File: src/rtl/sat_ctrl_pkg.sv
// Shared types and constants for the bin-partitioned SAT sequencer.
// The optional watchdog (CTRL_WATCHDOG_EN) uses WD_LIMIT and ST_ERR from here.
package sat_ctrl_pkg;

    localparam int DEF_BIN_W  = 16;
    localparam int DEF_LVL_W  = 16;
    localparam int DEF_CONF_W = 32;

    localparam logic [15:0] WD_LIMIT = 16'hFFFF;

    typedef enum logic [3:0] {
        ST_IDLE      = 4'h0,
        ST_LOAD      = 4'h1,
        ST_BCP       = 4'h2,
        ST_DEC       = 4'h3,
        ST_ANA       = 4'h4,
        ST_BKT       = 4'h5,
        ST_UPD_SAT   = 4'h6,
        ST_UPD_UNSAT = 4'h7,
        ST_SAT       = 4'h8,
        ST_UNSAT     = 4'h9,
        ST_ABORT     = 4'hA,
        ST_ERR       = 4'hF
    } state_t;

    function automatic logic is_terminal(input state_t s);
        case (s)
            ST_SAT, ST_UNSAT, ST_ABORT, ST_ERR: return 1'b1;
            default:                            return 1'b0;
        endcase
    endfunction

endpackage

File: src/rtl/ctrl_pulse_gen.sv
// One-cycle start pulse on entry into TGT_A or TGT_B; registered so the
// pulse coincides with the first cycle spent in the target state.
module ctrl_pulse_gen
    import sat_ctrl_pkg::*;
#(
    parameter state_t TGT_A = ST_IDLE,
    parameter state_t TGT_B = TGT_A
) (
    input  logic   clk,
    input  logic   rst,
    input  state_t state,
    input  state_t next_state,
    output logic   pulse
);

    logic enter_s;

    assign enter_s = ((next_state == TGT_A) || (next_state == TGT_B)) && (next_state != state);

    // Pulse register
    always_ff @(posedge clk) begin
        if (!rst) begin
            pulse <= 1'b0;
        end else begin
            pulse <= enter_s;
        end
    end

endmodule

File: src/rtl/sat_bin_ctrl.sv
// Top-level bin sequencer: walks clause bins and handshakes with the per-bin
// engines. Define CTRL_WATCHDOG_EN to add the per-state stall watchdog / ERR state.
module sat_bin_ctrl
    import sat_ctrl_pkg::*;
#(
    parameter int BIN_W         = DEF_BIN_W,
    parameter int LVL_W         = DEF_LVL_W,
    parameter int CONF_W        = DEF_CONF_W,
    parameter int MAX_CONFLICTS = 32'sd0
) (
    input  logic              clk,
    input  logic              rst,
    input  logic              start,
    input  logic [BIN_W-1:0]  total_bins_i,
    output logic              done_o,
    output logic              sat_o,
    output logic              unsat_o,
    output logic              abort_o,
    output logic              load_start_o,
    output logic [BIN_W-1:0]  load_bin_o,
    input  logic              load_done_i,
    output logic              bcp_start_o,
    input  logic              bcp_done_i,
    input  logic              bcp_conflict_i,
    output logic              dec_start_o,
    input  logic              dec_done_i,
    input  logic              dec_all_assigned_i,
    output logic              ana_start_o,
    input  logic              ana_done_i,
    input  logic [BIN_W-1:0]  ana_bkt_bin_i,
    input  logic              ana_unsat_i,
    output logic              bkt_start_o,
    input  logic              bkt_done_i,
    output logic              upd_start_o,
    input  logic              upd_done_i,
    output logic [BIN_W-1:0]  cur_bin_o,
    output logic [3:0]        state_o,
    output logic [CONF_W-1:0] conflict_cnt_o,
    input  logic [LVL_W-1:0]  cur_level_i
);

    state_t             state_r, next_s;
    logic [BIN_W-1:0]   cur_bin_r, cur_bin_n;
    logic [BIN_W-1:0]   total_r, total_n;
    logic [BIN_W-1:0]   bkt_r, bkt_n;
    logic [CONF_W-1:0]  cnt_r, cnt_n, cnt_inc_s;
    logic               unused_level_s;

    function automatic logic [CONF_W-1:0] sat_inc(input logic [CONF_W-1:0] v);
        return (v == {CONF_W{1'b1}}) ? v : v + CONF_W'(1'b1);
    endfunction

    assign cnt_inc_s      = sat_inc(cnt_r);
    // Decision level is status-only; nothing in the sequencing depends on it.
    assign unused_level_s = ^cur_level_i;

`ifdef CTRL_WATCHDOG_EN
    logic [15:0] wd_r;
    logic        wd_active_s;

    assign wd_active_s = !is_terminal(state_r) && (state_r != ST_IDLE);

    // Per-state wait counter, restarted on every state change
    always_ff @(posedge clk) begin
        if (!rst) begin
            wd_r <= 16'd0;
        end else if (next_s != state_r) begin
            wd_r <= 16'd0;
        end else if (wd_active_s && (wd_r != WD_LIMIT)) begin
            wd_r <= wd_r + 16'd1;
        end else begin
            wd_r <= wd_r;
        end
    end
`endif

    // Next-state and datapath update; done is ignored while the start pulse is high
    always_comb begin
        next_s    = state_r;
        cur_bin_n = cur_bin_r;
        total_n   = total_r;
        bkt_n     = bkt_r;
        cnt_n     = cnt_r;
        case (state_r)
            ST_IDLE, ST_SAT, ST_UNSAT, ST_ABORT, ST_ERR: begin
                if (start) begin
                    cnt_n     = '0;
                    cur_bin_n = '0;
                    total_n   = total_bins_i;
                    next_s    = (total_bins_i == '0) ? ST_SAT : ST_LOAD;
                end else begin
                    next_s = state_r;
                end
            end
            ST_LOAD: begin
                if (load_done_i && !load_start_o) next_s = ST_BCP;
                else                              next_s = state_r;
            end
            ST_BCP: begin
                if (bcp_done_i && !bcp_start_o) next_s = bcp_conflict_i ? ST_ANA : ST_DEC;
                else                            next_s = state_r;
            end
            ST_DEC: begin
                if (dec_done_i && !dec_start_o) next_s = dec_all_assigned_i ? ST_UPD_SAT : ST_BCP;
                else                            next_s = state_r;
            end
            ST_ANA: begin
                if (ana_done_i && !ana_start_o) begin
                    cnt_n = cnt_inc_s;
                    bkt_n = ana_bkt_bin_i;
                    if (ana_unsat_i || (ana_bkt_bin_i >= total_r)) begin
                        next_s = ST_UNSAT;
                    end else if ((MAX_CONFLICTS > 32'sd0) && (cnt_inc_s == CONF_W'(MAX_CONFLICTS))) begin
                        next_s = ST_ABORT;
                    end else if (ana_bkt_bin_i != cur_bin_r) begin
                        next_s = ST_UPD_UNSAT;
                    end else begin
                        next_s = ST_BKT;
                    end
                end else begin
                    next_s = state_r;
                end
            end
            ST_BKT: begin
                if (bkt_done_i && !bkt_start_o) next_s = ST_BCP;
                else                            next_s = state_r;
            end
            ST_UPD_SAT: begin
                if (upd_done_i && !upd_start_o) begin
                    if (cur_bin_r == (total_r - BIN_W'(1'b1))) begin
                        next_s = ST_SAT;
                    end else begin
                        cur_bin_n = cur_bin_r + BIN_W'(1'b1);
                        next_s    = ST_LOAD;
                    end
                end else begin
                    next_s = state_r;
                end
            end
            ST_UPD_UNSAT: begin
                if (upd_done_i && !upd_start_o) begin
                    cur_bin_n = bkt_r;
                    next_s    = ST_LOAD;
                end else begin
                    next_s = state_r;
                end
            end
            default: next_s = ST_IDLE;
        endcase
`ifdef CTRL_WATCHDOG_EN
        if (wd_active_s && (wd_r == WD_LIMIT)) begin
            next_s = ST_ERR;
        end else begin
            next_s = next_s;
        end
`endif
    end

    // State, bookkeeping and registered result outputs
    always_ff @(posedge clk) begin
        if (!rst) begin
            state_r    <= ST_IDLE;
            cur_bin_r  <= '0;
            total_r    <= '0;
            bkt_r      <= '0;
            cnt_r      <= '0;
            done_o     <= 1'b0;
            sat_o      <= 1'b0;
            unsat_o    <= 1'b0;
            abort_o    <= 1'b0;
            load_bin_o <= '0;
        end else begin
            state_r    <= next_s;
            cur_bin_r  <= cur_bin_n;
            total_r    <= total_n;
            bkt_r      <= bkt_n;
            cnt_r      <= cnt_n;
            done_o     <= is_terminal(next_s);
            sat_o      <= (next_s == ST_SAT);
            unsat_o    <= (next_s == ST_UNSAT);
            abort_o    <= (next_s == ST_ABORT) || (next_s == ST_ERR);
            load_bin_o <= (next_s == ST_LOAD) ? cur_bin_n : '0;
        end
    end

    assign state_o        = state_r;
    assign cur_bin_o      = cur_bin_r;
    assign conflict_cnt_o = cnt_r;

    ctrl_pulse_gen #(.TGT_A(ST_LOAD)) u_load_pulse (
        .clk(clk), .rst(rst), .state(state_r), .next_state(next_s), .pulse(load_start_o));
    ctrl_pulse_gen #(.TGT_A(ST_BCP)) u_bcp_pulse (
        .clk(clk), .rst(rst), .state(state_r), .next_state(next_s), .pulse(bcp_start_o));
    ctrl_pulse_gen #(.TGT_A(ST_DEC)) u_dec_pulse (
        .clk(clk), .rst(rst), .state(state_r), .next_state(next_s), .pulse(dec_start_o));
    ctrl_pulse_gen #(.TGT_A(ST_ANA)) u_ana_pulse (
        .clk(clk), .rst(rst), .state(state_r), .next_state(next_s), .pulse(ana_start_o));
    ctrl_pulse_gen #(.TGT_A(ST_BKT)) u_bkt_pulse (
        .clk(clk), .rst(rst), .state(state_r), .next_state(next_s), .pulse(bkt_start_o));
    ctrl_pulse_gen #(.TGT_A(ST_UPD_SAT), .TGT_B(ST_UPD_UNSAT)) u_upd_pulse (
        .clk(clk), .rst(rst), .state(state_r), .next_state(next_s), .pulse(upd_start_o));

endmodule

File: config.mk
export PLATFORM = sky130hd
export DESIGN_NAME = sat_bin_ctrl
export DESIGN_NICKNAME = d
export VERILOG_FILES = /design/src/rtl/sat_ctrl_pkg.sv /design/src/rtl/ctrl_pulse_gen.sv /design/src/rtl/sat_bin_ctrl.sv
export SDC_FILE = /design/constraint.sdc
export NUM_CORES = 1
export LEC_CHECK = 0
export CAP_MARGIN = 20
export CORE_ASPECT_RATIO = 1.5
export CORE_UTILIZATION = 55
export DETAILED_ROUTE_END_ITERATION = 6
export GPL_TIMING_DRIVEN = 0
export PLACE_DENSITY = 0.83
export REMOVE_ABC_BUFFERS = 1
export SKIP_CTS_REPAIR_TIMING = 1
export SYNTH_ARGS = -nofsm -noshare
export SYNTH_HDL_FRONTEND = slang
export SYNTH_HIERARCHICAL = 1
export SYNTH_SLANG_ARGS = --single-unit
File: constraint.sdc
create_clock -name clk -period 9.4 [get_ports clk]
set_input_delay 1.88 -clock clk [delete_from_list [all_inputs] [get_ports clk]]
set_output_delay 1.88 -clock clk [all_outputs]
set_load 0.1 [all_outputs]
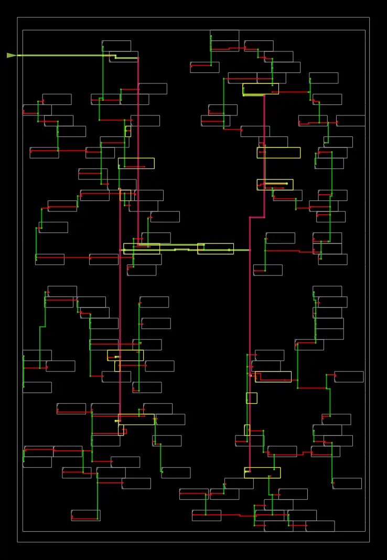
**Above:** run 1 (clock routing).
clock sinks: 110
clock latency on the worst-skew pair: 0.35 ns
TritonCTS buffer count: 9
registers: 110

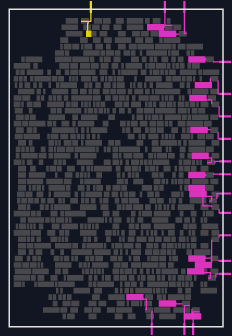
**Above:** run 1 (I/O nets highlighted).
magenta -> `load_bin_o`  # bits 16, direction output, edge 11 right, 3 bottom, 2 top, end cells 16, buffers 16, wire 159 um
yellow -> `load_done_i`  # bits 1, direction input, edge top, end cells 1, buffers 1, wire 14.8 um
PortBufs: 121
Ports: 138

==> reports/qor.yml, run 1 <==
status:
  status: "completed"
place:
  placed_cells: 1012
  dpl.hpwl_um: 13500
  dp_slack_ns: 4.21
synthesis:
  yosysCellCount: 791
  top_cells_by_count: "dfxtp_1, nand2_1, a21oi_1"
  synth.logic.top_family: "simple AND/OR/NAND/NOR gates"
  syn_avg_cell_area_um2: 8.05
  synth_cell_type_count: 79
sta:
  max_freq_mhz: 207
  hold_ws_ns: 0.462
  rsz0062_at_grt: "false"
  fin_setup_tns_ns: 0
  tightest_slew_ns: 1.02
  max-slew-margin-rel_pct: 31.6
  setup_viol: 0
  setup_slack_ns: 4.57
job:
  log.warning_count: 41
power_and_ir_drop:
  power_density_nw_per_um2: 142
worst_setup_path:
  reg2regPathDepth: 10
  startpoint: "ana_done_i"
  crit_path_cell_trace: "clkdlybuf4s50_1 > nor2b_1 > and2_1 > a21o_1 > nand4_1 > or4_1 > a21oi_1"
  cp-start-kind: "input port"
  path_class: "in2reg"
  r2r_setup_slack_ns: 4.91
  path_depth: 7
global_route:
  globalRouteOverflowTotal: 0
  grt_max_degree: 56
finish:
  n_fill_cell: 906
  drive_gt1_share_pct: 4.76
  fin_cells: 1031
  largest_reg_flops: 32
  layout_top_cells: "clkdlybuf4s50_1, dfxtp_1, nand2_1, a21oi_1, nand3_1"
die:
  core_um2: 11200
clock_network:
  cts-htree-levels: 3
detailed_routing:
  vias: 6604
  vias_per_cell: 6.41
  post_drt_wl_per_cell_um: 18.4
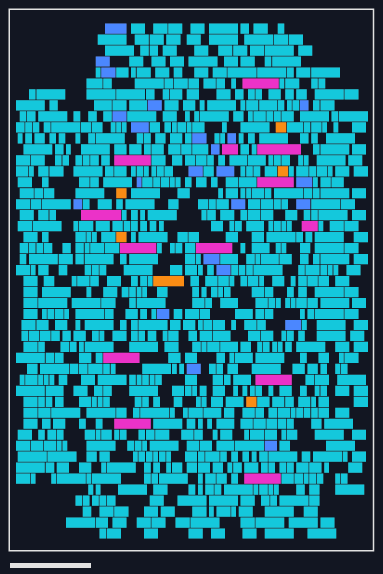
**Above:** run 1 (cell sizes after repair).
The bar under the picture is 20 um long.
magenta -> drive 6 and up  # cells 13
blue -> drive 2  # cells 23
orange -> drive 3 to 4  # cells 6
cyan -> drive 1 or less  # cells 841

## run 1: final cells by class
| type | count | share of cell area (%) |
|---|---|---|
| diodes | 1 | 0.0317 |
| multi-input cells | 602 | 48.6 |
| repair buffers | 127 | 16.2 |
| clock buffers | 13 | 3.04 |
| flip-flops and latches | 110 | 27.9 |
| inverters | 28 | 1.33 |
| clock inverters | 3 | 0.570 |
| well taps | 147 | 2.33 |
## run 1: where the power goes
group | total (W) | internal (W) | leakage, nW | switching [W]
sequential | 0.000500 | 0.000477 | 0.889 | 0.0000233
clock | 0.000377 | 0.000207 | 0.130 | 0.000170
combinational | 0.000244 | 0.0000947 | 1.53 | 0.000149
==> run 1 -> run 2 <==
--- a/config.mk
+++ b/config.mk
@@ -7,10 +7,10 @@
 export LEC_CHECK = 0
 export CAP_MARGIN = 20
 export CORE_ASPECT_RATIO = 1.5
-export CORE_UTILIZATION = 55
+export CORE_UTILIZATION = 52
 export DETAILED_ROUTE_END_ITERATION = 6
 export GPL_TIMING_DRIVEN = 0
-export PLACE_DENSITY = 0.83
+export PLACE_DENSITY = 0.79
 export REMOVE_ABC_BUFFERS = 1
 export SKIP_CTS_REPAIR_TIMING = 1
 export SYNTH_ARGS = -nofsm -noshare
==> constraint.sdc (replaced) <==
create_clock -name clk -period 5 [get_ports clk]
set_input_delay 1 -clock clk [delete_from_list [all_inputs] [get_ports clk]]
set_output_delay 1 -clock clk [all_outputs]
set_load 0.1 [all_outputs]
==> reports/qor.yml, run 2 <==
worst_setup_path:
  crit_path_cell_trace: "inv_1 > ha_1 > or4b_1 > or4_1 > a222oi_1 > and4_1 > and3_1 > o21ai_1 > or3_1 > nor3_2"
  cp-start-kind: "flip-flop"
  path_class: "reg2reg"
place:
  dp_slack_ns: 0.466  # -3.74 ns
  placed_cells: 1018  # +0.59%
  io_buffer_count: 121  # unchanged
sta:
  setup_viol: 0  # unchanged
  max-slew-margin-rel_pct: 31.1  # -0.59 points
  tightest_slew_ns: 1.03  # +0.00887 ns
  hold_ws_ns: 0.456  # -0.00535 ns
  fin_setup_tns_ns: 0  # unchanged
finish:
  fin_cells: 1035  # +0.39%
  seq_area_share_pct: 27.8  # about the same
  flop-count: 110  # unchanged
  comb_cells: 602  # unchanged
  inv_count: 28  # unchanged
  n_all_buffers: 127  # unchanged
  diodes: 0  # -1
  drive_gt1_share_pct: 4.88  # +0.12 points
power_and_ir_drop:
  clkPwrFrac_pct: 33.9  # +0.3 points
  p_sw_w: 0.000642  # +88%
  power_density_nw_per_um2: 268  # +89%
status:
  status: "completed"
global_route:
  globalRouteOverflowTotal: 0  # unchanged
die:
  core_um2: 12000  # +7.0%
  tap_cells: 153  # +4.1%
  io_pins: 138  # unchanged
detailed_routing:
  vias_per_cell: 6.29  # -1.9%
  post_drt_wl_per_cell_um: 18.2  # -0.69%
  vias: 6505  # -1.5%
clock_network:
  cts_buffers: 9  # unchanged
synthesis:
  synth.logic.top_family: "simple AND/OR/NAND/NOR gates"
  yosysCellCount: 791  # unchanged
job:
  log.warning_count: 41  # unchanged
==> run 2: cell counts after synthesis <==
Identical to the previous run, type by type.
==> run 2: power by group through the flow <==
stage | Combinational [W] | Clock, W | Sequential [W]
finish | 0.000460 | 0.000717 | 0.000941
global route | 0.000498 | 0.000760 | 0.000945
CTS | 0.000451 | 0.000728 | 0.000939
detailed placement | 0.000447 | 0 | 0.000960
global placement | 0.000430 | 0 | 0.000958
floorplan | 0.000247 | 0 | 0.00100
==> run 2: worst paths after layout <==
kind | start | to | slack, ns | cells past startpoint
max | total_r[0] | u_bcp_pulse/pulse | 0.40 | 10
min | bkt_r[12] | bkt_r[12] | 0.46 | 2
max reg2reg | total_r[0] | u_bcp_pulse/pulse | 0.40 | 10
min reg2reg | bkt_r[12] | bkt_r[12] | 0.46 | 2
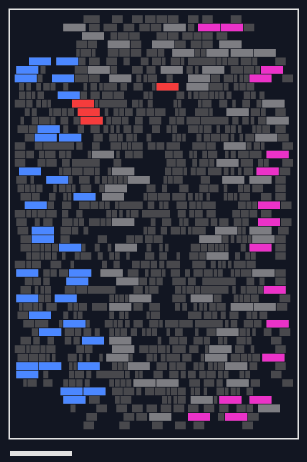
**Above:** run 2 (sequential cells coloured by netlist name).
The bar under the picture is 20 um long. Other sequential cells in the stronger grey, the rest of the logic in the fainter grey.
magenta -> `load_bin_o`  # placed flops 16
red -> `state_o`  # placed flops 4, where upper left
blue -> `conflict_cnt_o`  # placed flops 32, where a vertical strip on the left
not coloured = 58

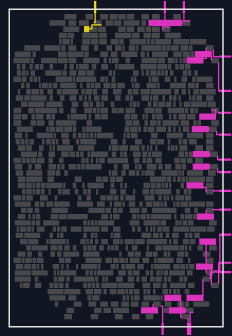
**Above:** run 2 (I/O nets highlighted).
magenta -> `load_bin_o`  # bits 16, direction output, edge 11 right, 3 bottom, 2 top, end cells 16, buffers 16, wire 184 um
yellow -> `load_done_i`  # bits 1, direction input, edge top, end cells 1, buffers 1, wire 15.1 um

==> run 2 -> run 3 <==
--- a/config.mk
+++ b/config.mk
@@ -7,10 +7,10 @@
 export LEC_CHECK = 0
 export CAP_MARGIN = 20
 export CORE_ASPECT_RATIO = 1.5
-export CORE_UTILIZATION = 52
+export CORE_UTILIZATION = 50
 export DETAILED_ROUTE_END_ITERATION = 6
 export GPL_TIMING_DRIVEN = 0
-export PLACE_DENSITY = 0.79
+export PLACE_DENSITY = 0.76
 export REMOVE_ABC_BUFFERS = 1
 export SKIP_CTS_REPAIR_TIMING = 1
 export SYNTH_ARGS = -nofsm -noshare
==> reports/qor.yml, run 3 <==
sta:
  fin_setup_tns_ns: 0  # unchanged
  hold_ws_ns: 0.456  # -0.000339 ns
  tightest_slew_ns: 1.02  # -0.0150 ns
  max-slew-margin-rel_pct: 32.1  # +1.0 points
power_and_ir_drop:
  power_density_nw_per_um2: 270  # +1.0%
  sequentialPower_w: 0.000940  # about the same
  clkPwrFrac_pct: 34.7  # +0.8 points
  p_sw_w: 0.000653  # +1.6%
  top_power_group: "registers"
  pwr-share-seq_pct: 43.8
  comb-power_w: 0.000461  # about the same
detailed_routing:
  vias: 6546  # +0.63%
  post_drt_wl_per_cell_um: 18.2  # about the same
  vias_per_cell: 6.30  # +0.24%
die:
  io_pins: 138  # unchanged
  core_um2: 12400  # +4.1%
finish:
  fin_cells: 1039  # +0.39%
  drive_gt1_share_pct: 5.10  # +0.22 points
  largest_reg_flops: 32
clock_network:
  cts_buffers: 9  # unchanged
global_route:
  globalRouteOverflowTotal: 0  # unchanged
  grt_use_met3_pct: 5.92
synthesis:
  ys_ff: 110
  netlist_instances: 791
  yosysCellCount: 791  # unchanged
worst_setup_path:
  reg2regPathDepth: 10  # unchanged
  regToRegStartpoint: "total_r[0]"
  path_class: "reg2reg"
  startpoint: "total_r[0]"
  path_depth: 10  # unchanged
  crit_path_cell_trace: "inv_1 > ha_1 > or4b_1 > or4_1 > a222oi_1 > and4_1 > and3_1 > o21ai_1 > or3_1 > nor3_2"
  cp-endpoint: "u_bcp_pulse/pulse"
  crit_fanout: 23
  r2r_setup_slack_ns: 0.49  # +0.09 ns
  worstReg2RegEnd: "u_bcp_pulse/pulse"
  cp-start-kind: "flip-flop"
min_path:
  min_from: "bkt_r[5]"
  worst_hold_path.endpoint: "bkt_r[5]"
  min_path_cells: 2  # unchanged
place:
  dp_slack_ns: 0.571  # +0.105 ns
  placed_cells: 1021  # +0.29%
  io_buffer_count: 121  # unchanged
job:
  log.warning_count: 41  # unchanged
status:
  status: "completed"
-- run 3: cells by family (layout without fill, tap and decap cells) --
| family | after synthesis | after routing | synth area share [%] |
|---|---|---|---|
| buf+inv | 79 | 171 | 5.17 |
| mux | 3 | 3 | 0.511 |
| xor+xnor | 48 | 48 | 6.60 |
| simple gates | 326 | 326 | 28.6 |
| fa+ha+maj | 20 | 20 | 3.89 |
| compound gates | 205 | 205 | 20.7 |
| flops | 110 | 110 | 34.6 |
-- run 3: cell type report --
cell class / count / share of cell area, %
clock inverter: 4 / 0.694
clock buffer: 12 / 3.23
inverter: 28 / 1.32
tap: 156 / 2.46
timing repair buffer: 127 / 16.1
sequential: 110 / 27.8
multi-input combinational: 602 / 48.4
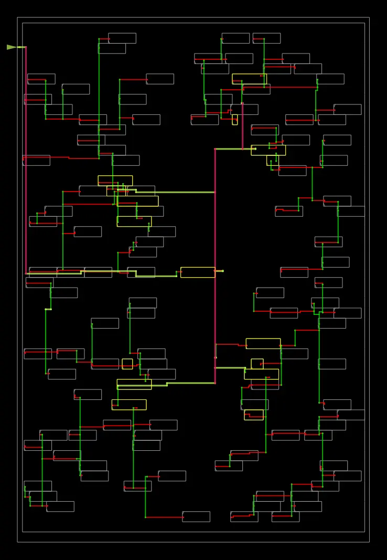
**Above:** run 3 (clock routing).
Power Clock: 0.000745 W
clock skew: 0.00638 ns
CLK BUF: 12

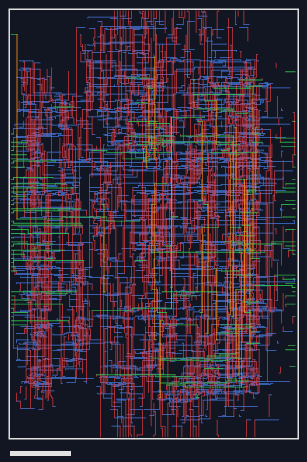
**Above:** run 3 (metal layers overlaid).
The bar under the picture is 20 um long.
green -> met3  # wire length 1,200 um
red -> met2  # wire length 9,900 um
orange -> met4  # wire length 887 um
blue -> met1  # wire length 6,960 um

Power and IR drop assume default switching activity.
